## config.mk

```make
export PLATFORM = sky130hd
export DESIGN_NAME = mux_rr_n_flat
export DESIGN_NICKNAME = d
export VERILOG_FILES = /design/src/rtl/mux_pkg.sv /design/src/rtl/mux_rr_n_if.sv /design/src/rtl/rr_arbiter.sv /design/src/rtl/mux_rr_n.sv /design/src/flat_wrapper.sv
export SDC_FILE = /design/constraint.sdc
export NUM_CORES = 1
export LEC_CHECK = 0
export CORE_MARGIN = 2
export CORE_UTILIZATION = 45
export DETAILED_ROUTE_END_ITERATION = 12
export GPL_ROUTABILITY_DRIVEN = 0
export HOLD_SLACK_MARGIN = 0.15
export PLACE_DENSITY = 0.91
export SLEW_MARGIN = 20
export SYNTH_ARGS = -nofsm -noshare
export SYNTH_HDL_FRONTEND = slang
export SYNTH_SLANG_ARGS = --single-unit
```

## constraint.sdc

```tcl
create_clock -name clk -period 6.7 [get_ports clk]
set_input_delay 1.675 -clock clk [delete_from_list [all_inputs] [get_ports clk]]
set_output_delay 1.675 -clock clk [all_outputs]
set_load 0.1 [all_outputs]
```

## src/rtl/mux_pkg.sv

```systemverilog
// Shared definitions for the flow-controlled multiplexer family:
// mode encodings and the rotating-priority index helper.
package mux_pkg;

    localparam logic MODE_DIRECT = 1'b0;
    localparam logic MODE_RR     = 1'b1;

    // Channel reached by stepping 'offset' places past 'base', wrapping at nch.
    function automatic int rr_index(input int base, input int offset, input int nch);
        return (base + offset) % nch;
    endfunction

endpackage

```

## src/rtl/mux_rr_n_if.sv

```systemverilog
// Producer/consumer bundle of mux_rr_n: N input handshakes, select controls
// and the single registered output handshake.
interface mux_rr_n_if #(
    parameter int WIDTH = 8,
    parameter int NCH   = 4
);
    localparam int SELW = $clog2(NCH);

    logic                   mode;
    logic [SELW-1:0]        sel;
    logic [NCH-1:0]         in_valid;
    logic [NCH*WIDTH-1:0]   in_data;
    logic [NCH-1:0]         in_ready;
    logic                   out_valid;
    logic [WIDTH-1:0]       out_data;
    logic [SELW-1:0]        out_ch;
    logic                   out_ready;

    modport master (
        output mode, sel, in_valid, in_data, out_ready,
        input  in_ready, out_valid, out_data, out_ch
    );

    modport slave (
        input  mode, sel, in_valid, in_data, out_ready,
        output in_ready, out_valid, out_data, out_ch
    );

endinterface

```

## src/rtl/rr_arbiter.sv

```systemverilog
// Rotating-priority request scan: picks the first requester after ptr,
// wrapping around, so the channel served last has lowest priority.
module rr_arbiter
    import mux_pkg::*;
#(
    parameter  int NCH  = 4,
    localparam int SELW = $clog2(NCH)
) (
    input  logic [NCH-1:0]  req,
    input  logic [SELW-1:0] ptr,
    output logic            gnt_valid,
    output logic [SELW-1:0] gnt_idx
);

    // Scan farthest-first so the nearest requester after ptr overwrites the rest.
    always_comb begin
        gnt_valid = 1'b0;
        gnt_idx   = '0;
        for (int k = NCH; k >= 1; k--) begin
            if (req[rr_index(int'(ptr), k, NCH)]) begin
                gnt_valid = 1'b1;
                gnt_idx   = SELW'(rr_index(int'(ptr), k, NCH));
            end
        end
    end

endmodule

```

## src/rtl/mux_rr_n.sv

```systemverilog
// N-channel registered multiplexer with valid/ready on every side; channel
// chosen by external select or by fair round-robin rotation.
module mux_rr_n
    import mux_pkg::*;
#(
    parameter  int WIDTH = 8,
    parameter  int NCH   = 4,
    localparam int SELW  = $clog2(NCH)
) (
    input  logic       clk,
    input  logic       rst,
    mux_rr_n_if.slave  bus
);

    logic [SELW-1:0]  ptr_reg;
    logic             out_valid_reg;
    logic [WIDTH-1:0] out_data_reg;
    logic [SELW-1:0]  out_ch_reg;

    logic             rr_valid;
    logic [SELW-1:0]  rr_idx;
    logic             sel_ok;
    logic             dir_valid;
    logic             grant_valid;
    logic [SELW-1:0]  grant_idx;
    logic             load_en;
    logic [WIDTH-1:0] chan_data [NCH];

    generate
        for (genvar gi = 0; gi < NCH; gi++) begin : g_chan
            assign chan_data[gi] = bus.in_data[gi*WIDTH +: WIDTH];
            // Gated by rst so nothing is accepted while reset is held.
            assign bus.in_ready[gi] = !rst && load_en && grant_valid
                                      && (int'(grant_idx) == gi);
        end
    endgenerate

    rr_arbiter #(.NCH(NCH)) u_arb (
        .req       (bus.in_valid),
        .ptr       (ptr_reg),
        .gnt_valid (rr_valid),
        .gnt_idx   (rr_idx)
    );

    // Out-of-range selects (non power-of-two NCH) must never grant.
    assign sel_ok      = int'(bus.sel) < NCH;
    assign dir_valid   = sel_ok && bus.in_valid[bus.sel];
    assign grant_valid = (bus.mode == MODE_RR) ? rr_valid : dir_valid;
    assign grant_idx   = (bus.mode == MODE_RR) ? rr_idx   : bus.sel;
    assign load_en     = !out_valid_reg || bus.out_ready;

    always_ff @(posedge clk or posedge rst) begin
        if (rst) begin
            ptr_reg       <= SELW'(NCH - 1);
            out_valid_reg <= 1'b0;
            out_data_reg  <= '0;
            out_ch_reg    <= '0;
        end else if (load_en) begin
            if (grant_valid) begin
                out_valid_reg <= 1'b1;
                out_data_reg  <= chan_data[grant_idx];
                out_ch_reg    <= grant_idx;
                if (bus.mode == MODE_RR) begin
                    ptr_reg <= grant_idx;
                end
            end else begin
                out_valid_reg <= 1'b0;
            end
        end
    end

    assign bus.out_valid = out_valid_reg;
    assign bus.out_data  = out_data_reg;
    assign bus.out_ch    = out_ch_reg;

endmodule

```

## src/flat_wrapper.sv

```systemverilog
// flat-port wrapper written by rule: the top's interface ports become plain ports
module mux_rr_n_flat import mux_pkg::*;
#(
    parameter  int WIDTH = 8,
    parameter  int NCH   = 4,
    localparam int SELW  = $clog2(NCH)
)
  (clk, rst, bus_mode, bus_sel, bus_in_valid, bus_in_data, bus_out_ready, bus_in_ready, bus_out_valid, bus_out_data, bus_out_ch);
  mux_rr_n_if #(.WIDTH(WIDTH), .NCH(NCH)) bus_i ();
  input  logic clk;
  input  logic rst;
  input wire logic [$bits(bus_i.mode)-1:0] bus_mode;
  input wire logic [$bits(bus_i.sel)-1:0] bus_sel;
  input wire logic [$bits(bus_i.in_valid)-1:0] bus_in_valid;
  input wire logic [$bits(bus_i.in_data)-1:0] bus_in_data;
  input wire logic [$bits(bus_i.out_ready)-1:0] bus_out_ready;
  output wire logic [$bits(bus_i.in_ready)-1:0] bus_in_ready;
  output wire logic [$bits(bus_i.out_valid)-1:0] bus_out_valid;
  output wire logic [$bits(bus_i.out_data)-1:0] bus_out_data;
  output wire logic [$bits(bus_i.out_ch)-1:0] bus_out_ch;
  assign bus_i.mode = bus_mode;
  assign bus_i.sel = bus_sel;
  assign bus_i.in_valid = bus_in_valid;
  assign bus_i.in_data = bus_in_data;
  assign bus_i.out_ready = bus_out_ready;
  assign bus_in_ready = bus_i.in_ready;
  assign bus_out_valid = bus_i.out_valid;
  assign bus_out_data = bus_i.out_data;
  assign bus_out_ch = bus_i.out_ch;
  mux_rr_n #(.WIDTH(WIDTH), .NCH(NCH)) u_core (.clk(clk), .rst(rst), .bus(bus_i));
endmodule
```

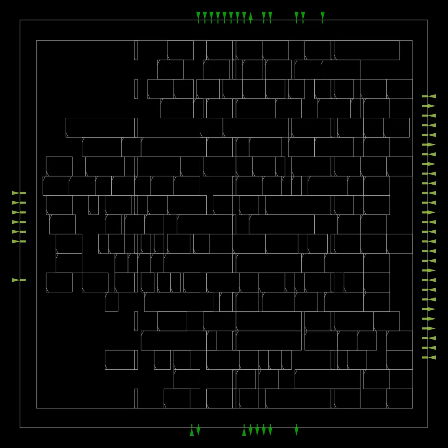
Fig. 1. Cell outlines without signal wires (run 1).
num rows: 19
Tap Count: 31
non-filler cells in the finished layout: 202

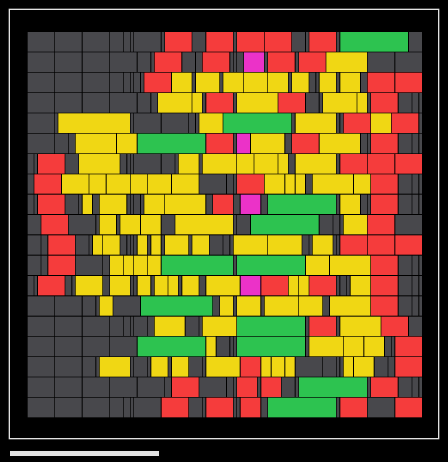
Fig. 2. Cell classes on the final placement (run 1).
Scale bar: 20 microns. Fill, decap, tap and diode cells in grey.
colour	class	cells	share of their area
red	other buffers and delay cells	57	32%
green	flip-flops	13	19%
yellow	all other logic	97	48%
magenta	clock drivers and dummy loads	4	1.6%
sequential cell area share: 18.3%
core region area: 2730 sq um

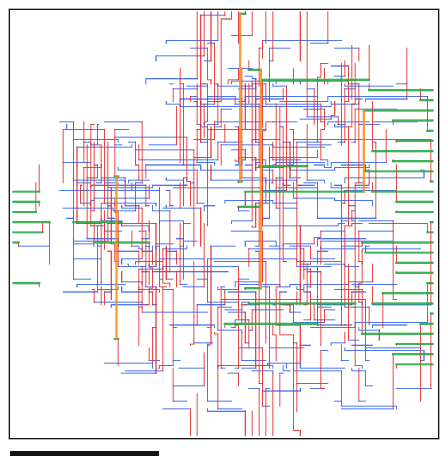
Fig. 3. Metal layers overlaid (run 1).
Scale bar: 20 microns.
colour	layer	wire length
red	met2	1,570 microns
orange	met4	84.3 microns
blue	met1	1,370 microns
green	met3	249 microns

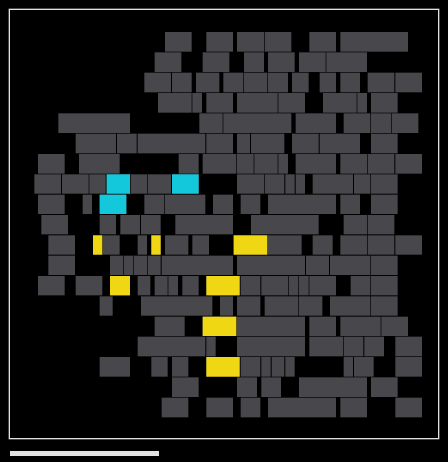
Fig. 4. Gate families picked out (run 1).
Scale bar: 20 microns.
colour	family	cells
yellow	NOR gates	7
cyan	AND-OR and OR-AND gates	3
Comb area share: 46.4%
most frequent logic cell in the layout: clkdlybuf4s50_1

==> reports/results.txt <==
fp_density: 46.8%
Comb area: 831 sq um
Multi-In Gates: 95
synthesized instance count: 121
final core occ: 65.5%
top cells by count: nand2_1, and2_2, dfrtp_1
Signal buffers: 57
Hold Path Depth: 2
register area: 328 sq um
met3 routed WL: 248 microns
flip-flops: 13
Area Growth Syn to Fin: 40.0%
largest area contributor in the netlist: dfrtp_1
Die W: 57.3 microns
DP Worst Slack: 869 ps
Main logic family: AND-OR/OR-AND gates
first-pass GRT wire length: 5.24 mm
outcome: finished, final reports clean
Power Sequential: 0.133 mW
Tmin final: 5820 ps
H-Tree Depth: 1
vias per cell: 5.98
worst r2r src: u_core.ptr_reg[1]
Nets at Floorplan: 163
mapped cell area: 1280 sq um
slew margin rel.: 34.2%
Resized Gates After CTS: 0
Design Power: 0.594 mW
grt ovf: 0
Worst Reg-to-Reg Cells: 5
cell family with most CP delay: simple AND/OR/NAND/NOR gates
r2r setup slk: 4350 ps
Design Area, Final: 1790 sq um
Power is estimated from default activity; no workload was simulated.
